==> src/rtl/microseq_stack.sv <==
// microseq_stack: next-microaddress sequencer with a small return stack.
// Produces the registered microaddress (upc) for the microrom. Supported ops are
// next, jump, conditional branch, IR dispatch, call and return. The return stack
// lets addressing-mode routines nest. Overflow and underflow are reported by
// sticky flags.
module microseq_stack #(
  parameter int unsigned AW         = 9,
  parameter int unsigned DEPTH      = 4,
  parameter int unsigned RESET_ADDR = 0
) (
  input  logic                         clk,
  input  logic                         reset,
  input  logic                         stall,
  input  logic [2:0]                   op,
  input  logic [AW-1:0]                target,
  input  logic                         cond,
  input  logic [AW-1:0]                dispatch_addr,
  output logic [AW-1:0]                upc,
  output logic [$clog2(DEPTH+1)-1:0]   depth,
  output logic                         halted,
  output logic                         ovf,
  output logic                         unf
);

  localparam int unsigned DW = $clog2(DEPTH + 1);
  localparam int unsigned IW = (DEPTH > 1) ? $clog2(DEPTH) : 1;
  localparam logic [DW-1:0] DEPTH_FULL = DW'(DEPTH);
  localparam logic [DW-1:0] DEPTH_ZERO = DW'(0);
  localparam logic [DW-1:0] DEPTH_ONE  = DW'(1);
  localparam logic [AW-1:0] RST_UPC    = AW'(RESET_ADDR);
  localparam logic [AW-1:0] UPC_ONE    = AW'(1);

  typedef enum logic [2:0] {
    OP_NEXT  = 3'd0,
    OP_JMP   = 3'd1,
    OP_JZ    = 3'd2,
    OP_JNZ   = 3'd3,
    OP_CALL  = 3'd4,
    OP_CALLD = 3'd5,
    OP_RET   = 3'd6,
    OP_HALT  = 3'd7
  } op_e;

  logic [AW-1:0] upc_r;
  logic [DW-1:0] depth_r;
  logic          halted_r;
  logic          ovf_r;
  logic          unf_r;
  logic [AW-1:0] stack_r [DEPTH];

  op_e           op_s;
  logic [AW-1:0] upc_inc_s;
  logic [DW-1:0] depth_dec_s;
  logic [IW-1:0] wr_idx_s;
  logic [IW-1:0] top_idx_s;
  logic [AW-1:0] upc_nxt_s;
  logic [DW-1:0] depth_nxt_s;
  logic          halted_nxt_s;
  logic          ovf_nxt_s;
  logic          unf_nxt_s;
  logic          push_s;

  assign op_s        = op_e'(op);
  assign upc_inc_s   = upc_r + UPC_ONE;
  assign depth_dec_s = depth_r - DEPTH_ONE;
  // The free slot is entry[depth]; the top of stack is entry[depth-1].
  assign wr_idx_s    = depth_r[IW-1:0];
  assign top_idx_s   = depth_dec_s[IW-1:0];

  // Next-state decode: default to hold, then apply the current op unless frozen.
  always_comb begin
    upc_nxt_s    = upc_r;
    depth_nxt_s  = depth_r;
    halted_nxt_s = halted_r;
    ovf_nxt_s    = ovf_r;
    unf_nxt_s    = unf_r;
    push_s       = 1'b0;
    if (stall || halted_r) begin
      upc_nxt_s = upc_r;
    end else begin
      case (op_s)
        OP_NEXT: upc_nxt_s = upc_inc_s;
        OP_JMP:  upc_nxt_s = dispatch_addr;
        OP_JZ:   upc_nxt_s = cond ? target : upc_inc_s;
        OP_JNZ:  upc_nxt_s = cond ? upc_inc_s : target;
        OP_CALL, OP_CALLD: begin
          // The jump is always taken; only the push is dropped when the stack is full.
          upc_nxt_s = (op_s == OP_CALL) ? target : dispatch_addr;
          if (depth_r == DEPTH_FULL) begin
            ovf_nxt_s = 1'b1;
          end else begin
            push_s      = 1'b1;
            depth_nxt_s = depth_r + DEPTH_ONE;
          end
        end
        OP_RET: begin
          if (depth_r == DEPTH_ZERO) begin
            upc_nxt_s = RST_UPC;
            unf_nxt_s = 1'b1;
          end else begin
            upc_nxt_s   = stack_r[top_idx_s];
            depth_nxt_s = depth_dec_s;
          end
        end
        OP_HALT: halted_nxt_s = 1'b1;
        default: upc_nxt_s = upc_r;
      endcase
    end
  end

  // Control state register with synchronous reset.
  always_ff @(posedge clk) begin
    if (reset) begin
      upc_r    <= RST_UPC;
      depth_r  <= DEPTH_ZERO;
      halted_r <= 1'b0;
      ovf_r    <= 1'b0;
      unf_r    <= 1'b0;
    end else begin
      upc_r    <= upc_nxt_s;
      depth_r  <= depth_nxt_s;
      halted_r <= halted_nxt_s;
      ovf_r    <= ovf_nxt_s;
      unf_r    <= unf_nxt_s;
    end
  end

  // Return-stack storage; contents are don't-care after reset, so no reset here.
  always_ff @(posedge clk) begin
    if (push_s && !reset) begin
      stack_r[wr_idx_s] <= upc_inc_s;
    end
  end

  assign upc    = upc_r;
  assign depth  = depth_r;
  assign halted = halted_r;
  assign ovf    = ovf_r;
  assign unf    = unf_r;

endmodule

==> config.mk <==
export PLATFORM = sky130hd
export DESIGN_NAME = microseq_stack
export DESIGN_NICKNAME = d
export VERILOG_FILES = /design/src/rtl/microseq_stack.sv
export SDC_FILE = /design/constraint.sdc
export NUM_CORES = 1
export LEC_CHECK = 0
export ABC_AREA = 1
export CAP_MARGIN = 5
export CORE_MARGIN = 2
export CORE_UTILIZATION = 40
export CTS_CLUSTER_DIAMETER = 60
export CTS_CLUSTER_SIZE = 12
export DETAILED_ROUTE_END_ITERATION = 6
export GPL_TIMING_DRIVEN = 0
export PLACE_DENSITY = 0.72
export SLEW_MARGIN = 10
export SYNTH_ARGS = -nofsm -noshare
export SYNTH_HDL_FRONTEND = slang
export SYNTH_SLANG_ARGS = --single-unit
==> constraint.sdc <==
create_clock -name clk -period 2.55 [get_ports clk]
set_input_delay 0.51 -clock clk [delete_from_list [all_inputs] [get_ports clk]]
set_output_delay 0.51 -clock clk [all_outputs]
set_load 0.1 [all_outputs]
**Run 1: power grid**

Pins as bars on the die edge.
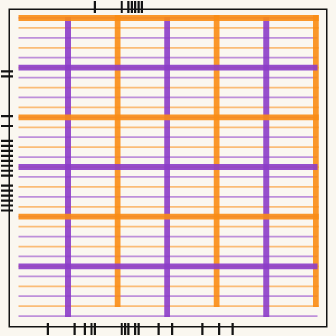
Key: orange = VDD; purple = VSS
40 signal pins sit on the boundary. 6 straps on met5.
VDD IR-drop max: 295 µV
die width: 86.5 µm
height of the chip: 86.5 µm
placeable core area: 6680 µm²

**Run 1: cells coloured by class**

Bar = 20 µm.
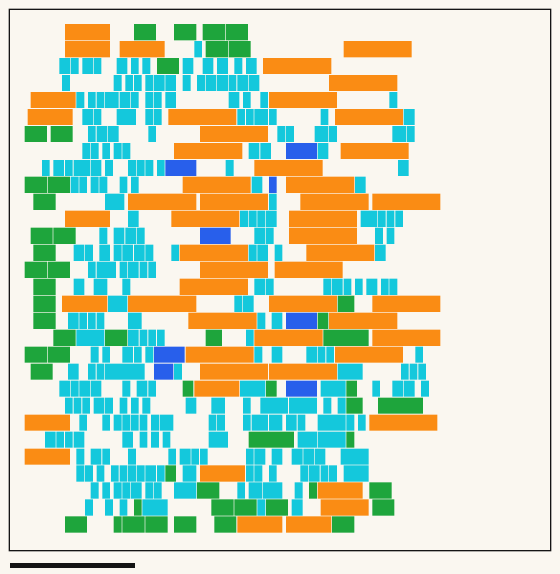
Key: cyan = all other logic [cells 282]; green = other buffers and delay cells [cells 52]; orange = flip-flops [cells 51]; blue = clock drivers and dummy loads [cells 8]
post-route core utilization: 51.0%
sequential cell area share: 40.6%
post-route cell area: 3410 µm²

==> notes.md, run 1 <==
Physical implementation.

- The largest net degree at the start of global routing is 16.
- The max-cap check violation count is 0.
- The synthesized design contains between 50 and 60 register bits.
- At the pin with the least slew margin, the transition time is a little under 1 ns.
- Gates resized during post-CTS repair numbered 1.
- The initial cell density of the core is 40.7%.
- Counting I/O delays and the setup requirement, the final critical path takes between 2 and 2.5 ns.
- The cell type that accounts for the most area after synthesis is sky130_fd_sc_hd__edfxtp_1.
- According to the I/O placement log, the pin count is about 40.
- The total track usage is roughly a fifth.
- The fraction of the yosys area taken by sequential cells is around 50%.
- Adding up every negative setup slack in the final design gives 0 ns.
- The run finished with clean final reports.
- OpenROAD emitted warnings numbering 31.
- In this run the tool buffered the top-level ports with 37 buffer cells.
- The cell leakage power is 1.39 nW.
- The top cell types in the final layout, fill and taps aside, are sky130_fd_sc_hd__nand2_1 (89), sky130_fd_sc_hd__nor2_1 (49), sky130_fd_sc_hd__clkdlybuf4s50_1 (37), sky130_fd_sc_hd__edfxtp_1 (36), sky130_fd_sc_hd__o21ai_0 (31).
- CTS added clock buffers totalling 5.
- The wire length after detailed routing is ~6700 µm.
- The post-CTS setup buffer count is 0.
- The post-detailed-placement cell area is about 3200 µm².
- The half-perimeter wire length after placement is a little under 5000 µm.
- The total area of multi-input combinational cells is 1200 µm².
- The area fraction in and, or, nand and nor cells after synthesis is 28.2%.
- The aggregate global routing overflow is 0.
- The top cell type in the final layout, fill and taps aside, is sky130_fd_sc_hd__nand2_1.
- The largest driver fanout on the critical path is 6.
**Run 1: routed clock nets over the placement**

Bar = 20 µm.
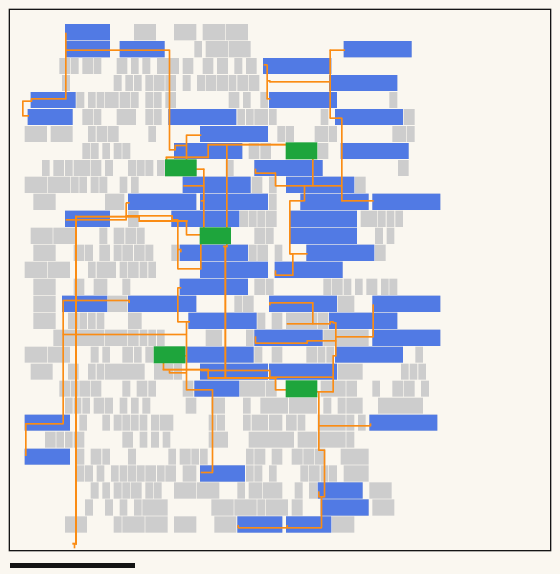
Key: green = cells driving clock nets [count 5]; orange = clock wires [length 613 µm]; blue = flip-flops [count 51]
There are 6 routed clock nets.
worst setup skew after layout: 0.00779 ns
clock share of power: 26.5%
power attributed to the clock group: 0.000489 W
insertion delay at the late pin of the worst-skew pair: 0.30 ns

run 1: sequential cells by signal, summed over array words and instances, names as in the netlist:
name and flops:
unf 1, upc 9, ovf 1, depth 3
halted 1, stack_r 36
run 1: final cells by class:
| class | count | area share (%) |
|---|---|---|
| flip-flops and latches | 51 | 40.6 |
| multi-input cells | 246 | 35.1 |
| repair buffers | 43 | 13.3 |
| inverters | 36 | 4.08 |
| well taps | 80 | 2.94 |
| clock buffers | 7 | 2.53 |
| plain buffers | 9 | 1.18 |
| clock inverters | 1 | 0.257 |
run 1: report_power, final:
| group | leakage (nW) | internal [W] | switching (W) |
|---|---|---|---|
| Combinational | 0.889 | 0.000127 | 0.000292 |
| Sequential | 0.450 | 0.000914 | 0.0000217 |
| Clock | 0.0484 | 0.000223 | 0.000266 |
run 1: kinds of logic (layout without fill, tap and decap cells):
group	Yosys count	after routing
simple gates	182	182
fa+ha+maj	6	6
xor+xnor	6	6
buf+inv	45	96
compound gates	52	52
flops	51	51
run 1: layer usage:
metal  GRT usage [%]  share of wire [%]  up-vias
met3            2.95                3.7       10
met1            25.3                 47     1143
met5               0                  0        -
li1                -                  -     1228
met4            8.52                1.7        0
met2            29.6                 48       75
run 1: cells in the mapped netlist, drive strengths merged:
library cell and count:
nand2 90, nor2 55, edfxtp 36, inv 34
nand3 31, o21ai 31, dfxtp 15, a21oi 14
ha 6, clkbuf 5, xor2 5, buf 4
nand4 4, o22ai 3, a31oi 2, clkinv 2
a41oi 1, nand3b 1, nor3 1, o211ai 1
xnor2 1
run 1: worst paths after layout:
path         startpoint      to  slack, ns  cells after the start
max              upc[6]  upc[6]       0.10                      1
min                 unf     unf       0.48                      2
max reg2reg    depth[0]  upc[1]       0.18                     10
min reg2reg         unf     unf       0.48                      2
==> run 2, diff against run 1 <==
--- a/config.mk
+++ b/config.mk
@@ -6,7 +6,7 @@
 export NUM_CORES = 1
 export LEC_CHECK = 0
 export ABC_AREA = 1
-export CAP_MARGIN = 5
+export CAP_MARGIN = 20
 export CORE_MARGIN = 2
 export CORE_UTILIZATION = 40
 export CTS_CLUSTER_DIAMETER = 60
**Run 2: metal layers overlaid**

Only two layers are drawn.
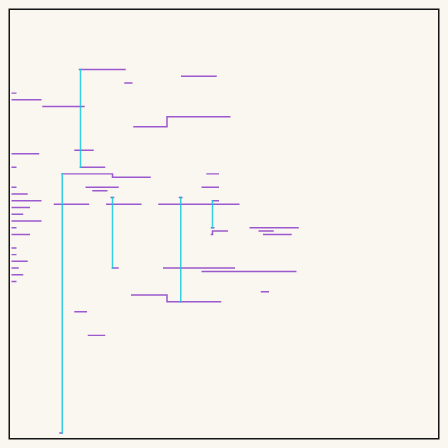
Key: purple = met3 [wire length 249 µm]; cyan = met4 [wire length 113 µm]
DR vias: 2456
total routing usage reported by global routing: 18.7%
wire length per cell after detailed routing: 14.1 µm
drt total wl: 6690 µm

==> run 2 against run 1 <==
  * Wire length unchanged
  * Clock power about the same
  * Critical path depth unchanged
  * Total power unchanged
  * Worst setup slack unchanged
  * Via count unchanged
  * Area after synthesis unchanged
  * Synthesized cell count unchanged
  * Non-clock buffer count unchanged
  * Die size unchanged
  * Largest cell class unchanged
  * Largest power group unchanged
==> notes.md, run 2 <==
Physical implementation.

- The cell type that accounts for the most area after synthesis is sky130_fd_sc_hd__edfxtp_1.
- The power consumed by sequential cells is approximately 0.00094 W.
- The number of primary I/O pins is approximately 40.
- The aggregate global routing overflow is 0.
- The internal cell power is about 0.0013 W.
- The async set or reset register ratio after synthesis is 0%.
- The most common logic cell in the routed design is sky130_fd_sc_hd__nand2_1.
- In the final run the clock tree shows a worst skew of roughly 0.008 ns.
- The max-cap check violation count is 0.
- For the worst reg-to-reg path, the startpoint reported by OpenROAD is depth[0].
- The part of the total power dissipated in combinational logic is a little under a quarter.
- Once the floorplan was initialized, standard cells occupied between 40% and 50% of the core.
- Registers are responsible for about 50% of the overall power.
- The maximum resistive drop on vdd is between 200 and 300 µV.
- The post-synth tally of flip-flops with integrated enable is 36.
- The cell leakage power is between 1 and 1.5 nW.
- For this run, the register share of the synthesized area comes to between 50% and 60%.
- The number of buffers added on ports is 37.
- The die is just under 90 µm wide.
- The setup TNS is 0 ns.
- Looking at the max-slew report, the worst-margin pin has a slew of around 0.97 ns.
- The final core utilization is around 51%.
- The power group with the largest share is registers.
- The combinational gate power is around 0.00042 W.
- For reference, the critical path is launched at upc[6].
- The later pin in the worst-skew pair is clocked with a latency of about 0.30 ns.
- The switching portion of total power comes to between 30% and 40%.
- The total area inside the core boundary comes to about 6700 µm².
- In this run the tools logged warnings totalling 31.
- Summing all non-filler instances in the final layout gives an area of between 3000 and 4000 µm².
- The most frequent cell after synthesis is sky130_fd_sc_hd__nand2_1.
- Ranking logic cells in the layout by count gives the top entries sky130_fd_sc_hd__nand2_1 (89), sky130_fd_sc_hd__nor2_1 (49), sky130_fd_sc_hd__clkdlybuf4s50_1 (37), sky130_fd_sc_hd__edfxtp_1 (36), sky130_fd_sc_hd__o21ai_0 (31).
- The flow ran to the end, and the final reports show no timing, DRC or antenna violations.
- The power dissipated in the clock network is 0.000489 W.
- The number of synthesized register bits is ~50.
- The die height is around 87 µm.
- The half-perimeter wire length after placement is approximately 4800 µm.
- The minimum period implied by the final worst setup slack is about 2.4 ns.
- The startpoint of the worst hold path is unf.
- In this run the cell area measured after placement is roughly 3200 µm².
**Run 2: clock nets**

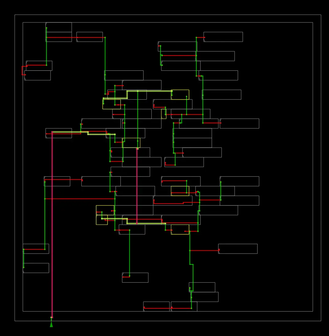
clkbuf count: 7
clock sink total: 51
number of flip-flops and latches: 51
cts bufs inserted: 5

[run 2: kinds of logic (layout without fill, tap and decap cells)]
group                    Yosys count  after routing  share of synthesized area (%)
buffers and inverters             45             96                           6.39
AND-OR/OR-AND                     52             52                           10.0
flip-flops                        51             51                           50.7
AND/OR/NAND/NOR                  182            182                           28.2
adder cells (fa/ha/maj)            6              6                           2.76
XOR/XNOR                           6              6                           1.93
[run 2: repair_timing]
action | in CTS | in global routing
endpoints found under the hold margin | 0 | 0
cloned | 0 | 0
buffers inserted | 0 | 6
resized | 1 | 10
endpoints found under the setup margin | 36 | 43
pin swaps | 0 | 5
[run 2: final timing paths]
| check | end | slack [ns] | cells past startpoint |
|---|---|---|---|
| hold reg to reg | unf | 0.48 | 2 |
| setup reg to reg | upc[1] | 0.18 | 10 |
| setup / recovery | upc[6] | 0.10 | 1 |
| hold / removal | unf | 0.48 | 2 |
[run 2: worst register-to-register path, delay by kind of cell, from the launching register on]
kind            cells  cell delay, ns
buf+inv             3            0.77
compound gates      3            0.48
flops               1            0.39
fa+ha+maj           1            0.36
simple gates        3            0.30
[run 2: cell type report]
| cell class | count | area, µm² | area share [%] |
|---|---|---|---|
| sequential | 51 | 1380 | 40.6 |
| multi-input combinational | 246 | 1200 | 35.1 |
| timing repair buffer | 43 | 453 | 13.3 |
| inverter | 36 | 139 | 4.08 |
| tap | 80 | 100 | 2.94 |
| clock buffer | 7 | 86.3 | 2.53 |
| buffer | 9 | 40.0 | 1.18 |
| clock inverter | 1 | 8.76 | 0.257 |
[run 2: layer usage]
metal | wire [µm] | track usage [%] | vias to the layer above
met2 | 3180 | 29.6 | 75
met4 | 112 | 8.52 | 0
li1 | - | - | 1228
met5 | 0 | 0 | -
met1 | 3150 | 25.3 | 1143
met3 | 248 | 2.95 | 10
Power and IR drop assume default switching activity.
